==> config.mk <==
export PLATFORM = sky130hd
export DESIGN_NAME = mux_tree_pipe
export DESIGN_NICKNAME = d
export VERILOG_FILES = /design/src/rtl/mux_tree_pipe.sv
export SDC_FILE = /design/constraint.sdc
export NUM_CORES = 1
export LEC_CHECK = 0
export ABC_AREA = 0
export ABC_CLOCK_PERIOD_IN_PS = 3100
export CORE_AREA = 10 10 506 508
export CTS_BUF_LIST = sky130_fd_sc_hd__clkbuf_8
export DETAILED_ROUTE_END_ITERATION = 8
export DIE_AREA = 0 0 516 518
export PLACE_DENSITY_LB_ADDON = 0.12
export SLEW_MARGIN = 30
export SYNTH_ARGS = -nofsm -noshare
export SYNTH_HDL_FRONTEND = slang
export SYNTH_SLANG_ARGS = --single-unit
==> constraint.sdc <==
create_clock -name clk -period 3.1 [get_ports clk]
set_input_delay 0.62 -clock clk [delete_from_list [all_inputs] [get_ports clk]]
set_output_delay 0.62 -clock clk [all_outputs]
set_load 0.05 [all_outputs]
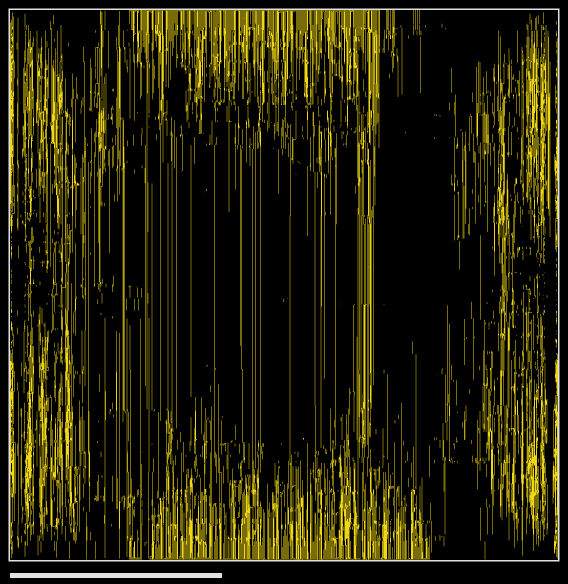
Figure 1: run 1, M2 wires.
Scale bar: 200 um.
3,271 nets have wire on it. The layer carries 91.5 mm of wire.
WL final: 169,000 um
met2 Use GR: 0.233

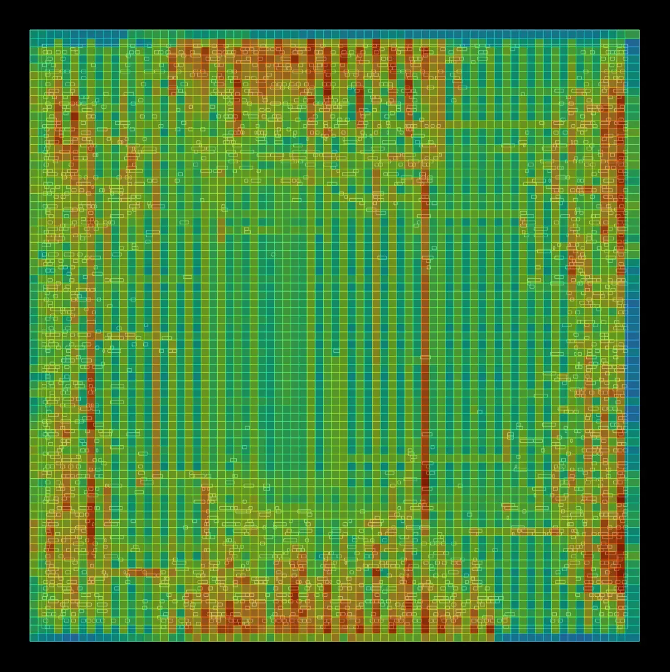
Figure 2: run 1, track usage over the die.
average wire per cell in the routed design: 30.9 um
Top Usage Layer GRT: met2
met3 Usage GRT: 0.0462
GRT Resource Usage Total: 0.121

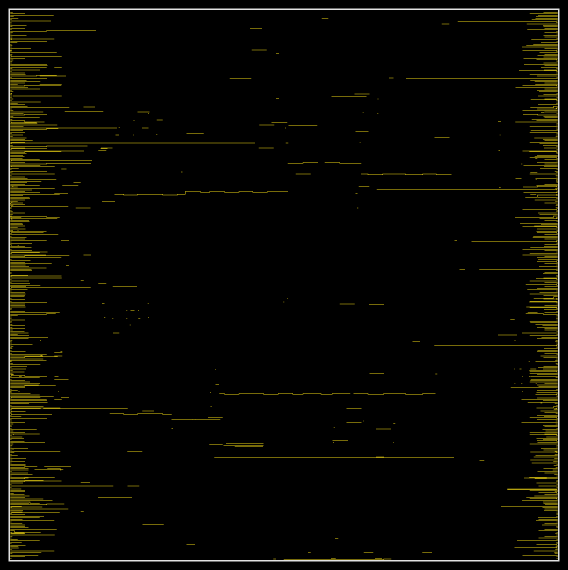
Figure 3: run 1, M3 wires.
835 nets have wire on it. The wires run mostly horizontal. The layer carries 15,100 um of wire. The layer holds 8.9% of the routed length.
vias after detailed routing: 16,100

==> results.json, run 1 <==
{
  "power_frac_seq": 0.269,
  "timing_worst_setup_path_type": "flip-flop to output pin",
  "tap-cell-count": 3220,
  "leading_post_synthesis_cells_by_cell_area": "sky130_fd_sc_hd__mux4_2 (55%), sky130_fd_sc_hd__edfxtp_1 (21%), sky130_fd_sc_hd__a22oi_1 (9.5%)",
  "fin_util": 0.131,
  "dp_worst_setup_slack_ps": 229,
  "setup_repair_after_global_routing_missed_its_margin": "false",
  "row_count": 182,
  "cts_setup_buffers": 0,
  "clock_latency_on_the_worst_skew_pair_ps": 590,
  "synth-edff-count": 99,
  "fin_cells": 5480,
  "outcome": "finished, final reports clean",
  "synthesis.yosys.warnings": 0,
  "crit_arrival_ps": 1920,
  "fp_util": 0.0564,
  "post_synth_mux_area_share": 0.560,
  "cp.required_ps": 2480,
  "cts.hold.buffers_added": 0,
  "cp_max_fo": 2,
  "route.detailed.vias_per_inst": 2.93,
  "netlist_top_cells_count": "sky130_fd_sc_hd__mux4_2 (336), sky130_fd_sc_hd__a22oi_1 (176), sky130_fd_sc_hd__edfxtp_1 (99)",
  "timing.final.crit_period_ps": 2540,
  "p_int_uw": 5340,
  "grt_antenna_before_repair": 103,
  "grt_overflow": 0,
  "total_leakage_power_uw": 0.0103,
  "gp_routability_congestion": 0.833,
  "mappedNetlistArea_sq_um": 13800,
  "nMultiInputCombCells": 658,
  "number_of_global_route_vias_before_repair": 18600,
  "warning_count": 26,
  "wl_met2_um": 91500,
  "dr_wl_met3_um": 15100,
  "grt_max_degree": 40,
  "post-synth-top-count-cell": "sky130_fd_sc_hd__mux4_2",
  "synth.yosys.chip_area_sq_um": 13800,
  "ys_ff": 119,
  "layout.nonclk_buf_frac": 0.449,
  "dpl-instance-area_sq_um": 31800,
  "crit_path_cell_trace": "clkdlybuf4s50_1",
  "drv_cap": 0,
  "n_all_buffers": 1428,
  "syn_avg_cell_area_sq_um": 15.4,
  "worstRegToRegCells": 4,
  "max_stage_delay_ps": 930,
  "cts.root.buffer_cell": "sky130_fd_sc_hd__clkbuf_8",
  "netlist_logic_family_top": "multiplexers",
  "cts_max_path_buffers": 2,
  "drt_iter0_markers": 712,
  "clk_pin_slew_worst_paths_ps": 100,
  "post_synth_num_cell_types": 23,
  "setup.worst_path.end_class": "output pin",
  "grt_first_pass_wirelength_um": 211000,
  "yosysTopAreaCell": "sky130_fd_sc_hd__mux4_2",
  "worst-r2r-setup-slack_ps": 1180,
  "route.top_layer_used": "met5",
  "crit_path_max_delay_cell_type": "sky130_fd_sc_hd__clkdlybuf4s50_1",
  "drv_slew": 0,
  "power.clock.total_uw": 1760,
  "clock_sinks": 119,
  "synth-cells-yosys": 898,
  "area.growth.synth_to_final_pct": 133,
  "comb_cell_power_uw": 4180,
  "synth_nets": 2205,
  "report.final.setup_viol": 0,
  "n_antenna_cell": 21,
  "yosys.area_share.simple": 0.0358,
  "most_numerous_logic_cells_after_layout": "sky130_fd_sc_hd__clkdlybuf4s50_1 (1,318), sky130_fd_sc_hd__mux4_2 (336), sky130_fd_sc_hd__a22oi_1 (176), sky130_fd_sc_hd__edfxtp_1 (99), sky130_fd_sc_hd__nand2_1 (80)",
  "seq_cell_power_uw": 2180,
  "holdCritPathClass": "primary input to async pin",
  "clock_buffers": 19,
  "timing.critical_path.max_delay_family": "buffers and inverters",
  "xor_share": 0
}
==> run 1 -> run 2 <==
--- a/config.mk
+++ b/config.mk
@@ -6,11 +6,11 @@
 export NUM_CORES = 1
 export LEC_CHECK = 0
 export ABC_AREA = 0
-export ABC_CLOCK_PERIOD_IN_PS = 3100
-export CORE_AREA = 10 10 506 508
+export ABC_CLOCK_PERIOD_IN_PS = 2500
+export CORE_AREA = 10 10 502 504
 export CTS_BUF_LIST = sky130_fd_sc_hd__clkbuf_8
 export DETAILED_ROUTE_END_ITERATION = 8
-export DIE_AREA = 0 0 516 518
+export DIE_AREA = 0 0 512 514
 export PLACE_DENSITY_LB_ADDON = 0.12
 export SLEW_MARGIN = 30
 export SYNTH_ARGS = -nofsm -noshare
==> constraint.sdc (replaced) <==
create_clock -name clk -period 2.5 [get_ports clk]
set_input_delay 0.5 -clock clk [delete_from_list [all_inputs] [get_ports clk]]
set_output_delay 0.5 -clock clk [all_outputs]
set_load 0.05 [all_outputs]
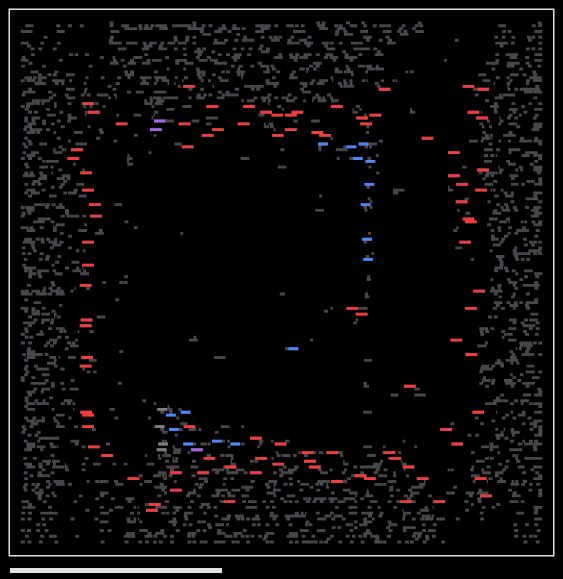
Figure 4: run 2, sequential cells grouped by signal name.
Scale bar: 200 um.
Key: g_stage.g_sel.sel_q = purple [placed flops 3]; o_B = blue [placed flops 16]; g_stage.data_q = red [placed flops 96, where all over the die]
Another 4 sequential cells are not colored.
final cell utilization of the core: 0.134
Seq group: 2690 uW

==> run 2 against run 1 <==
Non-clock buffer count up 38. Worst setup slack worse by 31 ps. Critical path depth up 2. Register-to-register slack worse by 630 ps. Utilization up 0.30 points. Critical endpoint is now o_ready.
==> results.json, run 2 <==
{
  "timing_worst_setup_path_type": "flip-flop to output pin",
  "crit_path_cell_trace": "nand3b_1 > buf_4 > buf_12",
  "post_synth_mux_area_share": 0.560,
  "yosysTopAreaCell": "sky130_fd_sc_hd__mux4_2",
  "report.final.setup_viol": 0,
  "timing.final.crit_period_ps": 1970,
  "busiest_layer": "met2",
  "comb_cell_power_uw": 5210,
  "drv_slew": 0,
  "power_frac_seq": 0.268,
  "grt_first_pass_wirelength_um": 215000,
  "outcome": "finished, final reports clean",
  "xor_share": 0,
  "leading_post_synthesis_cells_by_cell_area": "sky130_fd_sc_hd__mux4_2 (55%), sky130_fd_sc_hd__edfxtp_1 (21%), sky130_fd_sc_hd__a22oi_1 (9.5%)",
  "warning_count": 26,
  "setup.worst_path.end_class": "output pin",
  "holdCritPathClass": "primary input to flip-flop",
  "cts.hold.buffers_added": 1,
  "drv_cap": 0,
  "n_antenna_cell": 19,
  "netlist_top_cells_count": "sky130_fd_sc_hd__mux4_2 (336), sky130_fd_sc_hd__a22oi_1 (176), sky130_fd_sc_hd__edfxtp_1 (99)",
  "clk_pin_slew_worst_paths_ps": 100,
  "synth.yosys.chip_area_sq_um": 13800,
  "crit_path_max_delay_cell_type": "sky130_fd_sc_hd__dfrtp_1",
  "area.growth.synth_to_final_pct": 135,
  "route.top_layer_used": "met5",
  "clock_latency_on_the_worst_skew_pair_ps": 650,
  "fin_cells": 5498,
  "fp_util": 0.0572,
  "cts_setup_buffers": 0,
  "cts.root.buffer_cell": "sky130_fd_sc_hd__clkbuf_8",
  "worst-r2r-setup-slack_ps": 550,
  "grt_antenna_before_repair": 95,
  "grt_max_degree": 45,
  "n_all_buffers": 1466,
  "row_count": 181
}
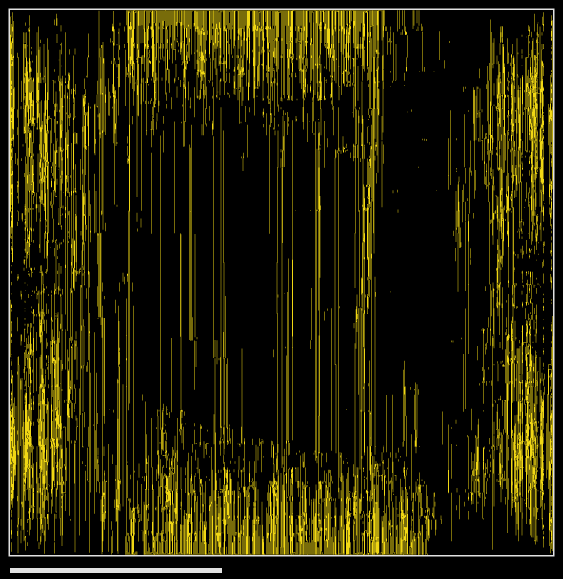
Figure 5: run 2, M2 wires.
Scale bar: 200 um.
The layer carries 91.7 mm of wire. 3,297 nets have wire on it. The wires run mostly vertical.
met2 Use GR: 0.239
vias after detailed routing: 16,300
WL final: 171,000 um

Power and IR drop assume default switching activity.
